<file path="src/rtl/mem_port_arbiter.sv">
// Shares one memory port between instruction fetch and load/store, one transaction at a time.
// Grant is combinational in IDLE. Strobes come 1 cycle after mem_resp_valid. mem_req_ok stalls in ISSUE.
module mem_port_arbiter #(
  parameter int xlen          = 32,
  parameter int LS_STREAK_MAX = 4
) (
  input  logic            clk,
  input  logic            rst_n,
  input  logic            if_req_valid,
  input  logic [xlen-1:0] if_req_adr,
  output logic            if_req_ok,
  input  logic            if_flush,
  output logic            if_resp_valid,
  output logic [xlen-1:0] if_resp_data,
  input  logic            ls_req_valid,
  input  logic            ls_req_we,
  input  logic [3:0]      ls_req_be,
  input  logic [xlen-1:0] ls_req_adr,
  input  logic [xlen-1:0] ls_req_wdata,
  output logic            ls_req_ok,
  output logic            ls_resp_valid,
  output logic [xlen-1:0] ls_resp_data,
  output logic            mem_req_valid,
  input  logic            mem_req_ok,
  output logic            mem_we,
  output logic [3:0]      mem_be,
  output logic [xlen-1:0] mem_adr,
  output logic [xlen-1:0] mem_wdata,
  input  logic            mem_resp_valid,
  input  logic [xlen-1:0] mem_resp_data
);

  typedef enum logic [1:0] {IDLE, ISSUE, WAIT} state_t;

  localparam logic [3:0] STREAK_MAX = 4'(LS_STREAK_MAX);

  state_t          state_q, state_d;
  logic            owner_ls_q, owner_ls_d;
  logic [3:0]      ls_streak_q, ls_streak_d;
  logic            drop_q, drop_d;
  logic            mem_req_valid_q, mem_req_valid_d;
  logic            mem_we_q, mem_we_d;
  logic [3:0]      mem_be_q, mem_be_d;
  logic [xlen-1:0] mem_adr_q, mem_adr_d;
  logic [xlen-1:0] mem_wdata_q, mem_wdata_d;
  logic            if_resp_valid_q, if_resp_valid_d;
  logic [xlen-1:0] if_resp_data_q, if_resp_data_d;
  logic            ls_resp_valid_q, ls_resp_valid_d;
  logic [xlen-1:0] ls_resp_data_q, ls_resp_data_d;

  logic if_elig;
  logic grant_ls;
  logic grant_if;

  assign if_elig  = if_req_valid && !if_flush;
  assign grant_ls = (state_q == IDLE) && ls_req_valid && !(if_elig && (ls_streak_q == STREAK_MAX));
  assign grant_if = (state_q == IDLE) && !grant_ls && if_elig;

  // Gated by rst_n so nothing is accepted while reset is held.
  assign ls_req_ok = rst_n && grant_ls;
  assign if_req_ok = rst_n && grant_if;

  always_comb begin
    state_d         = state_q;
    owner_ls_d      = owner_ls_q;
    ls_streak_d     = ls_streak_q;
    drop_d          = drop_q;
    mem_req_valid_d = mem_req_valid_q;
    mem_we_d        = mem_we_q;
    mem_be_d        = mem_be_q;
    mem_adr_d       = mem_adr_q;
    mem_wdata_d     = mem_wdata_q;
    if_resp_valid_d = 1'b0;
    if_resp_data_d  = if_resp_data_q;
    ls_resp_valid_d = 1'b0;
    ls_resp_data_d  = ls_resp_data_q;

    case (state_q)
      IDLE: begin
        if (grant_ls || grant_if) begin
          state_d         = ISSUE;
          owner_ls_d      = grant_ls;
          mem_req_valid_d = 1'b1;
          mem_we_d        = grant_ls ? ls_req_we : 1'b0;
          mem_be_d        = grant_ls ? ls_req_be : 4'hF;
          mem_adr_d       = grant_ls ? ls_req_adr : if_req_adr;
          mem_wdata_d     = grant_ls ? ls_req_wdata : '0;
        end
        if (grant_ls && if_elig) begin
          ls_streak_d = (ls_streak_q == STREAK_MAX) ? ls_streak_q : ls_streak_q + 4'd1;
        end else begin
          ls_streak_d = 4'd0;
        end
      end
      ISSUE: begin
        if (!owner_ls_q && if_flush) drop_d = 1'b1;
        if (mem_req_ok) begin
          state_d         = WAIT;
          mem_req_valid_d = 1'b0;
        end
      end
      WAIT: begin
        if (!owner_ls_q && if_flush) drop_d = 1'b1;
        if (mem_resp_valid) begin
          state_d = IDLE;
          drop_d  = 1'b0;
          if (owner_ls_q) begin
            ls_resp_valid_d = 1'b1;
            ls_resp_data_d  = mem_we_q ? '0 : mem_resp_data;
          // A flush arriving together with the response still kills it.
          end else if (!(drop_q || if_flush)) begin
            if_resp_valid_d = 1'b1;
            if_resp_data_d  = mem_resp_data;
          end
        end
      end
      default: state_d = IDLE;
    endcase
  end

  always_ff @(posedge clk) begin
    if (!rst_n) begin
      state_q         <= IDLE;
      owner_ls_q      <= 1'b0;
      ls_streak_q     <= 4'd0;
      drop_q          <= 1'b0;
      mem_req_valid_q <= 1'b0;
      mem_we_q        <= 1'b0;
      mem_be_q        <= 4'd0;
      mem_adr_q       <= '0;
      mem_wdata_q     <= '0;
      if_resp_valid_q <= 1'b0;
      if_resp_data_q  <= '0;
      ls_resp_valid_q <= 1'b0;
      ls_resp_data_q  <= '0;
    end else begin
      state_q         <= state_d;
      owner_ls_q      <= owner_ls_d;
      ls_streak_q     <= ls_streak_d;
      drop_q          <= drop_d;
      mem_req_valid_q <= mem_req_valid_d;
      mem_we_q        <= mem_we_d;
      mem_be_q        <= mem_be_d;
      mem_adr_q       <= mem_adr_d;
      mem_wdata_q     <= mem_wdata_d;
      if_resp_valid_q <= if_resp_valid_d;
      if_resp_data_q  <= if_resp_data_d;
      ls_resp_valid_q <= ls_resp_valid_d;
      ls_resp_data_q  <= ls_resp_data_d;
    end
  end

  assign mem_req_valid = mem_req_valid_q;
  assign mem_we        = mem_we_q;
  assign mem_be        = mem_be_q;
  assign mem_adr       = mem_adr_q;
  assign mem_wdata     = mem_wdata_q;
  assign if_resp_valid = if_resp_valid_q;
  assign if_resp_data  = if_resp_data_q;
  assign ls_resp_valid = ls_resp_valid_q;
  assign ls_resp_data  = ls_resp_data_q;

endmodule

</file>
<file path="config.mk">
export PLATFORM = sky130hd
export DESIGN_NAME = mem_port_arbiter
export DESIGN_NICKNAME = d
export VERILOG_FILES = /design/src/rtl/mem_port_arbiter.sv
export SDC_FILE = /design/constraint.sdc
export NUM_CORES = 1
export LEC_CHECK = 0
export ABC_AREA = 1
export ABC_CLOCK_PERIOD_IN_PS = 4000
export CORE_ASPECT_RATIO = 0.75
export CORE_UTILIZATION = 45
export CTS_BUF_LIST = sky130_fd_sc_hd__clkbuf_4 sky130_fd_sc_hd__clkbuf_8
export DETAILED_ROUTE_END_ITERATION = 8
export PLACE_DENSITY_LB_ADDON = 0.12
export SYNTH_ARGS = -nofsm -noshare
export SYNTH_HDL_FRONTEND = slang
export SYNTH_SLANG_ARGS = --single-unit
</file>
<file path="constraint.sdc">
create_clock -name clk -period 4 [get_ports clk]
set_clock_uncertainty 0.1 [all_clocks]
set_input_delay 0.8 -clock clk [delete_from_list [all_inputs] [get_ports clk]]
set_output_delay 0.8 -clock clk [all_outputs]
set_load 0.02 [all_outputs]
</file>
==> Changelog: implementation, run 1 <==
### Physical design

* Largest net degree at the start of global routing at 62
* Syn avg cell area at 7.10 um^2
* Routability cong. at 0.827
* Die Ht at 100 um
* Total power at 4.19 mW
* Hold Fails Final Rpt at 0
* Drt initial violations at 346
* Ant. Diodes at 0
* IO Port Bufs at 277
* Data arrival, critical path at 2490 ps
* Cell area leaders: dfxtp_1 (50%), nand2_1 (16%), nor2_1 (8.4%)
* Critical Path Start Type: input port
* FP Util at 46.6%
* Fin Setup TNS at 0 ps
* CP Capture Type: output pin
* Worst-path clk slew at 80 ps
* Net Sw Frac at 32.6%
* Hold crit path type: reg2reg
* GRT Total Usage at 25.6%
* Yosys reg bits at 144
* CP Capture Point: if_req_ok
* DR pass1 iterations at 5
* Worst R2R Start: state_q[0]
* # DRC at 0
* Critical Path RT at 3100 ps
* Routed Antenna Nets at 0
* CTS Buf Count at 17
* Via density at 4.73
* Dominant logic cell type in the layout: clkdlybuf4s50_1
* Instance tally after logic synthesis at 814
* Distinct cells, synth at 25
* Wire per inst at 13.5 um
* DP Area at 8630 um^2
* Max-Cap Viols at 0
* Pint at 2.83 mW
* CORE AREA at 12,400 um^2
* Vias in the first global route at 5,466
* Critical path type: in2out
* R2R depth at 8
* Cell Area, Synth at 5780 um^2
* RSZ-0062 raised after global routing: false
* Ys Warns at 0
* Worst-path fanout max at 5
* Psw at 1.36 mW
* Peak VDD IR at 0.284 mV
* Initial antenna violation count at 0
* CTS tree: built
* Synth area leader: dfxtp_1
* Comb. cell area at 2480 um^2
* CTS sink cnt at 144
* Fmax at 295 MHz
* Tool warnings at 31
* Die footprint at 13,300 um^2
* Worst-case clock buffer depth at 2
* Area growth, synth to finish at 56.5%
* Synth Seq Share at 49.9%
* Fin crit share at 84.7%
* Post-CTS Hold Fix Bufs at 0
* First-pass GRT wire length at 27,000 um
* Insertion Delay late pin at 420 ps
* Clock share of power at 28.6%
* Hold Crit Start: mem_wdata[3]
* Top-area cell share at 49.9%
* Worst slew margin at 25.6%
* Chip Area, Yosys at 5780 um^2
* Post-CTS Resized at 0
* Setup Fix Bufs, Post-CTS at 0
* Cell area after layout at 9040 um^2
* Dpl hpwl at 11,400 um
* Comb pwr share at 31.0%
* Htree depth at 4
* Layout cell share with drive strength beyond 1 at 4.99%
* Post-route minimum period at 3390 ps
* Synth Net Count at 961
* Number of top-level pins at 278
* Fin. max-slew vios at 0
* Grt ovf at 0
* WHS Path Cells at 2
* Worst slew pin tran at 1110 ps
* Status: finished, final reports clean
* Leakage at 3.83 nW
* Pwr dens at 464 nW/um^2
* Nets@finish at 1,218
* R2R Setup Slk at 1900 ps
* Top Layout Cells: clkdlybuf4s50_1 (277), nand2_1 (245), dfxtp_1 (144), nor2_1 (129), nand3_1 (92)
==> run 1: critical path, stage by stage <==
cell and delay [ps]:
clkdlybuf4s50_1 500, nor2_4 220, nand3_4 80, nand2_2 90, nor3b_2 160, clkdlybuf4s50_1 640
==> run 1: per-stage QoR <==
step	hold WS, ps	worst slack, ps	cells	utilization (%)
2_1_floorplan	345	1300	814	-
3_3_place_gp	335	628	1218	69.6
3_5_place_dp	341	590	1218	69.6
4_1_cts	356	592	1249	73.0
5_1_grt	370	508	1249	73.0
6_report	352	611	1249	73.0
==> run 1: worst min path at each step <==
stage                    end  slack (ps)
3_5_place_dp   mem_wdata[12]         340
4_1_cts        mem_wdata[20]         360
6_report        mem_wdata[3]         350
5_1_grt        mem_wdata[21]         370
3_3_place_gp   mem_wdata[20]         330
2_1_floorplan     owner_ls_q         350
==> run 1: power by group through the flow <==
stage | clock network (mW) | logic [mW] | registers (mW)
after floorplan | 0 | 0.538 | 1.91
after global placement | 0 | 1.29 | 1.72
after detailed placement | 0 | 1.30 | 1.72
after CTS | 1.22 | 1.31 | 1.69
after global routing | 1.29 | 1.42 | 1.72
final | 1.20 | 1.30 | 1.69
==> run 1: cells in the mapped netlist <==
cell / n
a211oi_1: 1
a21boi_2: 1
a21oi_1: 41
a31oi_1: 1
buf_1: 3
buf_2: 15
buf_4: 4
buf_6: 1
clkbuf_1: 28
dfxtp_1: 144
ha_1: 7
inv_1: 50
inv_2: 2
nand2_1: 245
nand2_2: 1
nand3_1: 92
nand3_4: 1
nand3b_1: 1
nand4_1: 2
nor2_1: 130
nor2_2: 2
nor2_4: 1
nor3b_2: 1
o21ai_0: 39
or2_2: 1
==> run 1: flip-flops by register name (all words and copies together), names as in the netlist <==
register,flops
if_resp_data,32
ls_resp_data,32
mem_adr,32
mem_wdata,32
ls_streak_q,4
mem_be,4
state_q,2
drop_q,1
if_resp_valid,1
ls_resp_valid,1
mem_req_valid,1
mem_we,1
owner_ls_q,1
==> run 1: logic make-up (layout without fill, tap and decap cells) <==
logic type | count (synthesis) | after routing | share of synthesized area (%)
compound gates | 83 | 83 | 7.36
buf+inv | 103 | 372 | 7.41
simple gates | 477 | 477 | 33.8
flops | 144 | 144 | 49.9
fa+ha+maj | 7 | 7 | 1.52
==> run 1: layout make-up <==
cell class / count / share of cell area (%)
multi-input combinational: 567 / 27.4
clock buffer: 19 / 2.82
timing repair buffer: 289 / 31.7
sequential: 144 / 31.9
inverter: 52 / 2.16
tap: 166 / 2.30
clock inverter: 12 / 1.77
==> run 1: routing by layer <==
layer / share of wire, % / global-route usage [%] / up-vias
met3: 9.0 / 8.38 / 24
met5: 0 / 0 / -
met4: 1.8 / 8.93 / 0
li1: - / - / 3061
met2: 48 / 43.5 / 210
met1: 41 / 30.6 / 2607
run_1/placement.png
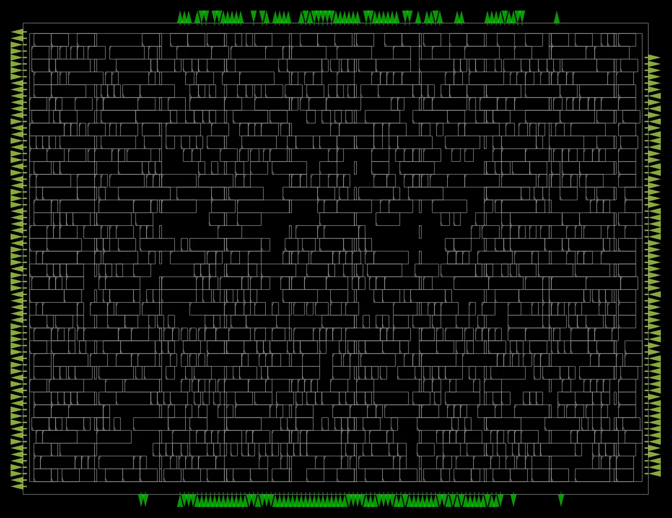
Rows: 35
sequential share of cell area: 31.9%
flop count: 144
fin util: 73.0%
fillers: 1,025

run_1/flops_by_reg.png
Other sequential cells in the stronger grey, the rest of the logic in the fainter grey.
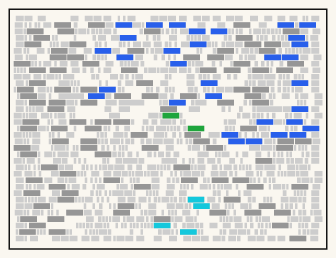
- cyan: `mem_be` (placed flops 4; where bottom centre)
- blue: `if_resp_data` (placed flops 32)
- green: `state_q` (placed flops 2)
P_seq: 1.69 mW
Flop area: 2880 um^2

run_1/layer_met3.png
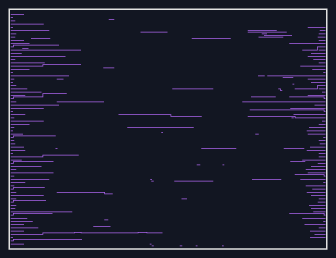
- share of all routed wire: 9.0%
- main direction: horizontal
- wire length on this layer: 1,520 um
- longest straight run: 34.7 um
Vias: 5,902
final WL: 16,900 um
met3 Use GR: 8.38%

==> inputs of run 2 (changes only) <==
- ABC_CLOCK_PERIOD_IN_PS: 4000 -> 3450
- CORE_UTILIZATION: 45 -> 42
- clock period: 4 -> 3.45 ns (I/O delays scaled with it)
run_2/metal_density.png
27 x 21 tiles, from black (low) to pale yellow (high), scaled to the fullest tile. Values are wire area over tile area, all layers added.
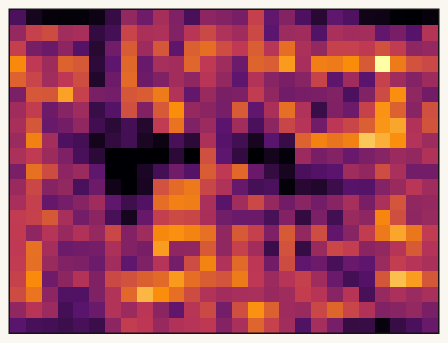
- densest ninth of the die: bottom centre
- mean over tiles: 0.20
- fullest tile: 0.49
- emptiest ninth of the die: middle left
Vias: 5,905
final WL: 17,000 um
GRT Total Usage: 23.8%
wire per inst: 13.6 um

==> run 2 against run 1 <==
- sequential share of layout area about the same
- routed wire length rose by 1.0%
- area after synthesis unchanged
- die area is 7.0% higher
- via count about the same
- global-route usage decreased by 1.8 points
- core utilization is 4.5 points lower
- cell count grew 0.64%
- clock power up 6%
- combinational power rose by 16%
- total power up 13%
==> Changelog: implementation, run 2 <==
### Physical design

* Vias in the first global route at 5,371
* Number of top-level pins at 278
* Top-area cell share at 49.9%
* Met1 Use GR at 29.1%
* Distinct cells, synth at 25
* Nets@finish at 1,221
* # DRC at 0
* Met2 GRT Util at 38.5%
* Rows at 36
* Synth area leader: dfxtp_1
* Via density at 4.70
* Hold Fails Final Rpt at 0
* Post-route minimum period at 3160 ps
* Number of synthesized flops with an enable pin at 0
* Largest net degree at the start of global routing at 62
* Fmax at 316 MHz
* Flop area at 2880 um^2
* Ant. Diodes at 0
* Synth Net Count at 961
* RSZ-0062 raised after global routing: false
* Grt ovf at 0
* Data arrival, critical path at 2370 ps
* Drt initial violations at 292
* Cell area after layout at 9030 um^2
* Critical path type: in2out
* Routed Antenna Nets at 0
* Routability cong. at 0.797
* Worst slew margin at 27.3%
* CTS tree: built
* Worst slew pin tran at 1090 ps
* First-pass GRT wire length at 26,700 um
* Cell Area, Synth at 5780 um^2
* Worst-case clock buffer depth at 2
* Peak VDD IR at 0.365 mV
* Fin crit share at 91.7%
* CTS sink cnt at 144
* Worst-path clk slew at 80 ps
* Dominant Register Cell: dfxtp_1
* CTS Buf Count at 17
* Top cells by count: nand2_1 (245), dfxtp_1 (144), nor2_1 (130)
* Synth Seq Share at 49.9%
* Most frequent cell after synthesis: nand2_1
* CORE AREA at 13,200 um^2
* Setup Fix Bufs, Post-CTS at 0
* Fin Setup TNS at 0 ps
* Die footprint at 14,200 um^2
* Minimum hold slack at 351 ps
* Total power at 4.74 mW
* Critical Path Start Type: input port
* Syn avg cell area at 7.10 um^2
* Die Ht at 104 um
* Status: finished, final reports clean
* Comb. cell area at 2480 um^2
* Tool warnings at 31
* Max-Cap Viols at 0
* Post-CTS Resized at 0
[run 2: layout make-up]
class	instances	share of cell area, %
Clock inverter	9	0.942
Timing Repair Buffer	292	32.0
Tap cell	171	2.37
Multi-Input combinational cell	567	27.4
Clock buffer	22	3.21
Inverter	52	2.16
Sequential cell	144	31.9
[run 2: metrics by stage]
step                util [%]  setup WS (ps)
floorplan                  -            973
global placement        65.6            291
detailed placement      65.6            279
CTS                     68.4            276
global route            68.4            191
finish                  68.4            286
[run 2: worst paths after layout]
check           startpoint             to  depth (start not counted)  slack [ps]
min          mem_wdata[20]  mem_wdata[20]                          2         350
max reg2reg     state_q[1]     mem_adr[3]                          7        1610
max           if_req_valid      if_req_ok                          7         290
min reg2reg  mem_wdata[20]  mem_wdata[20]                          2         350
[run 2: kinds of logic (layout without fill, tap and decap cells)]
kind of cell | count (synthesis) | in the layout | share of synthesized area [%]
simple gates | 477 | 477 | 33.8
flops | 144 | 144 | 49.9
buf+inv | 103 | 375 | 7.41
compound gates | 83 | 83 | 7.36
fa+ha+maj | 7 | 7 | 1.52
[run 2: worst max-delay path: stages]
cell             delay (ps)
clkdlybuf4s50_1         470
inv_1                    60
nor2_4                  160
nand3_4                  90
nand2_2                 110
nor3b_2                 160
clkdlybuf4s50_1         620
[run 2: layer usage]
layer	wire [um]	part of all wire (%)	up-vias
met3	1600	9.4	22
met5	0	0	-
met2	7690	45	202
met1	7470	44	2616
li1	-	-	3065
met4	284	1.7	0
[run 2: where the power goes]
group	internal [mW]	switching (mW)	leakage [nW]
Sequential	1.86	0.101	1.17
Clock	0.637	0.629	0.188
Combinational	0.678	0.835	2.47
Total	3.18	1.57	3.83
==> inputs of run 3 (changes only) <==
- REMOVE_ABC_BUFFERS: not set -> 1
run_3/placement.png
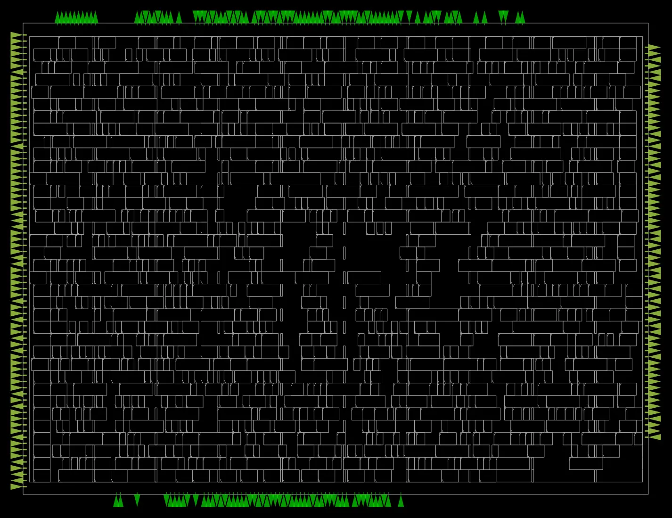
well tap count: 171
fillers: 1,157
sequential share of cell area: 31.7%
Rows: 36
final non-filler cell total: 1,255

==> run 3 against run 2 <==
- maximum frequency shrank 2.4%
- total power increased by 5.5%
- routed wire length up 5.5%
- register-to-register slack lost 300 ps
- clock-buffer cell count is 5 lower
- synthesized cell count unchanged
- global-route usage increased by 1.6 points
- die area unchanged
- via count is 1.6% higher
- critical path type unchanged
==> Changelog: implementation, run 3 <==
### Physical design

* Most frequent cell after synthesis: nand2_1
* Worst-path clk slew at 80 ps
* Adder share at 1.52%
* Setup Fix Bufs, Post-CTS at 0
* Data arrival, critical path at 2450 ps
* Routed Antenna Nets at 0
* CTS Buf Count at 17
* Main logic family after synthesis: simple AND/OR/NAND/NOR gates
* Die Ht at 104 um
* Ant. Diodes at 0
* FP Util at 43.8%
* Ys Warns at 0
* Simple-Gate Area Share at 33.8%
* Instance tally after logic synthesis at 814
* Top Layout Cells: clkdlybuf4s50_1 (276), nand2_1 (245), dfxtp_1 (144), nor2_1 (129), nand3_1 (92)
* Distinct cells, synth at 25
* Peak VDD IR at 0.298 mV
* Max-Cap Viols at 0
* Chip Area, Yosys at 5780 um^2
* Wire per inst at 14.3 um
* Yosys reg bits at 144
* Post-CTS Resized at 0
* Leakage at 3.86 nW
* Reg-to-Reg End: mem_wdata[22]
* DR pass1 iterations at 4
* Area growth, synth to finish at 57.4%
* Worst R2R Start: state_q[0]
* Setup slack at placement at 189 ps
* Fmax at 308 MHz
* CTS tree: built
* Cell area leaders: dfxtp_1 (50%), nand2_1 (16%), nor2_1 (8.4%)
* RSZ-0062 raised after global routing: false
* Hold Fails Final Rpt at 0
* R2R Setup Slk at 1310 ps
* Asr flop ratio synth at 0%
* Worst-case clock buffer depth at 2
* Nets@finish at 1,220
* Largest net degree at the start of global routing at 52
* First-pass GRT wire length at 28,100 um
* Routability cong. at 0.792
* Initial antenna violation count at 0
* GRT Total Usage at 25.4%
* Post-Synth AOI/OAI Area at 7.36%
* Worst slew pin tran at 1050 ps
* Critical Path Start Type: input port
* M1 WL at 7480 um
* Status: finished, final reports clean
* Post-route minimum period at 3240 ps
* Worst slew margin at 29.9%
* Post-Synth XOR/XNOR Area at 0%
* WHS Path Cells at 2
* Pwr dens at 550 nW/um^2
* Fin worst setup slack at 207 ps
* Detail Route met2 WL at 8520 um
* Hold crit path type: reg2reg
* Vias in the first global route at 5,476
* Synth area leader: dfxtp_1
* Vias at 5,997
* Worst-path fanout max at 10
* Dpl hpwl at 12,400 um
* Tool warnings at 30
* Uppermost routed layer: met4
* Hold Crit Start: mem_wdata[13]
* Minimum hold slack at 354 ps
* Number of top-level pins at 278
* Drt initial violations at 337
* Top-area cell share at 49.9%
* Fin. max-slew vios at 0
* Dominant logic cell type in the layout: clkdlybuf4s50_1
* Post-CTS Hold Fix Bufs at 0
* CTS sink cnt at 144
* R2R depth at 6
* Dpl cells at 1,225
* Synth Seq Share at 49.9%
* Number of synthesized flops with an enable pin at 0
* Grt ovf at 0
* Layout cell share with drive strength beyond 1 at 5.17%
* Comb. cell area at 2480 um^2
* CP Capture Type: output pin
* Cell Area, Synth at 5780 um^2
* Area fraction in mux cells at 0%
* Htree depth at 4
* Syn avg cell area at 7.10 um^2
* Hold Path Sink: mem_wdata[13]
* Die footprint at 14,200 um^2
* Dominant Register Cell: dfxtp_1
* Critical Path RT at 2660 ps
* Via density at 4.78
==> run 3: cell counts after synthesis <==
Identical to the previous run, type by type.
==> run 3: worst max-delay path, stage by stage <==
cell and delay (ps):
clkdlybuf4s50_1 490, nor2_4 210, nand3_4 80, nand2_2 170, nor3b_2 190, clkdlybuf4s50_1 620
==> run 3: power by group <==
group	total [mW]	switching, mW	internal [mW]
logic	1.53	0.859	0.676
clock network	1.51	0.649	0.858
registers	1.96	0.102	1.86
==> run 3: worst max-delay path by stage <==
| stage | start | end | slack (ps) |
|---|---|---|---|
| floorplan | ls_req_valid | ls_req_ok | 320 |
| global placement | if_flush | if_req_ok | 200 |
| detailed placement | if_flush | if_req_ok | 190 |
| CTS | if_flush | if_req_ok | 190 |
| global route | if_flush | if_req_ok | 90 |
| finish | if_flush | if_req_ok | 210 |
==> run 3: cell families after synthesis <==
group                      after synthesis
adders and majority gates                7
buffers and inverters                  103
AOI/OAI and AO/OA                       83
and+or+nand+nor                        477
DFF                                    144
==> run 3: area by class of cell <==
cell class / count / area share [%]
Tap cell: 171 / 2.35
Clock inverter: 13 / 2.33
Clock buffer: 17 / 2.57
Sequential cell: 144 / 31.7
Timing Repair Buffer: 291 / 31.6
Inverter: 52 / 2.15
Multi-Input combinational cell: 567 / 27.3
==> run 3: layer usage <==
layer / track usage [%] / up-vias
li1: - / 3067
met1: 31.3 / 2696
met2: 41.3 / 219
met3: 8.86 / 15
met4: 7.30 / 0
met5: 0 / -
==> run 3: stage by stage <==
step                utilization (%)  instance area, um^2
floorplan                         -                 5550
global placement               65.5                 8650
detailed placement             65.5                 8650
CTS                            68.9                 9090
global route                   68.9                 9090
finish                         68.9                 9090

==> gallery <==
Nets reached from selected ports.
shot_01.png
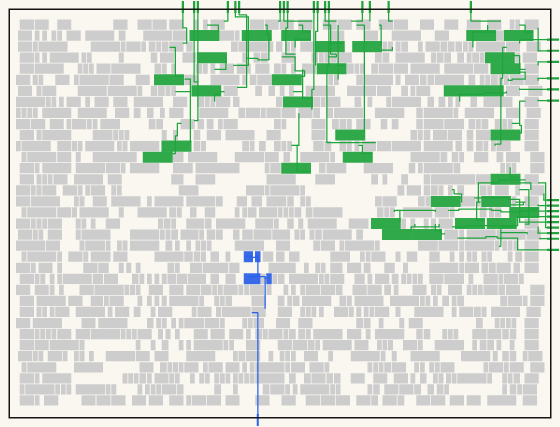
shot_02.png
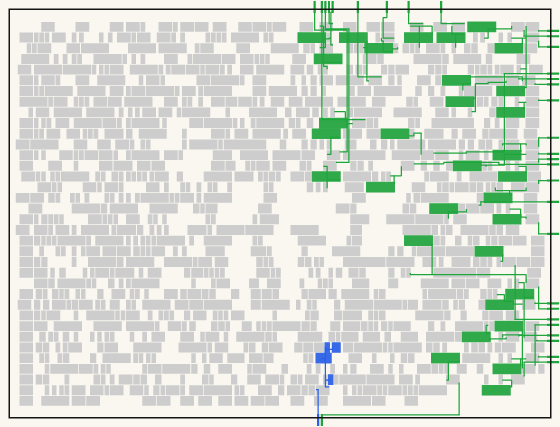
shot_01.png comes from run 1.
shot_02.png comes from run 3.

No activity file was given, so power comes from the tool's default toggle rates.
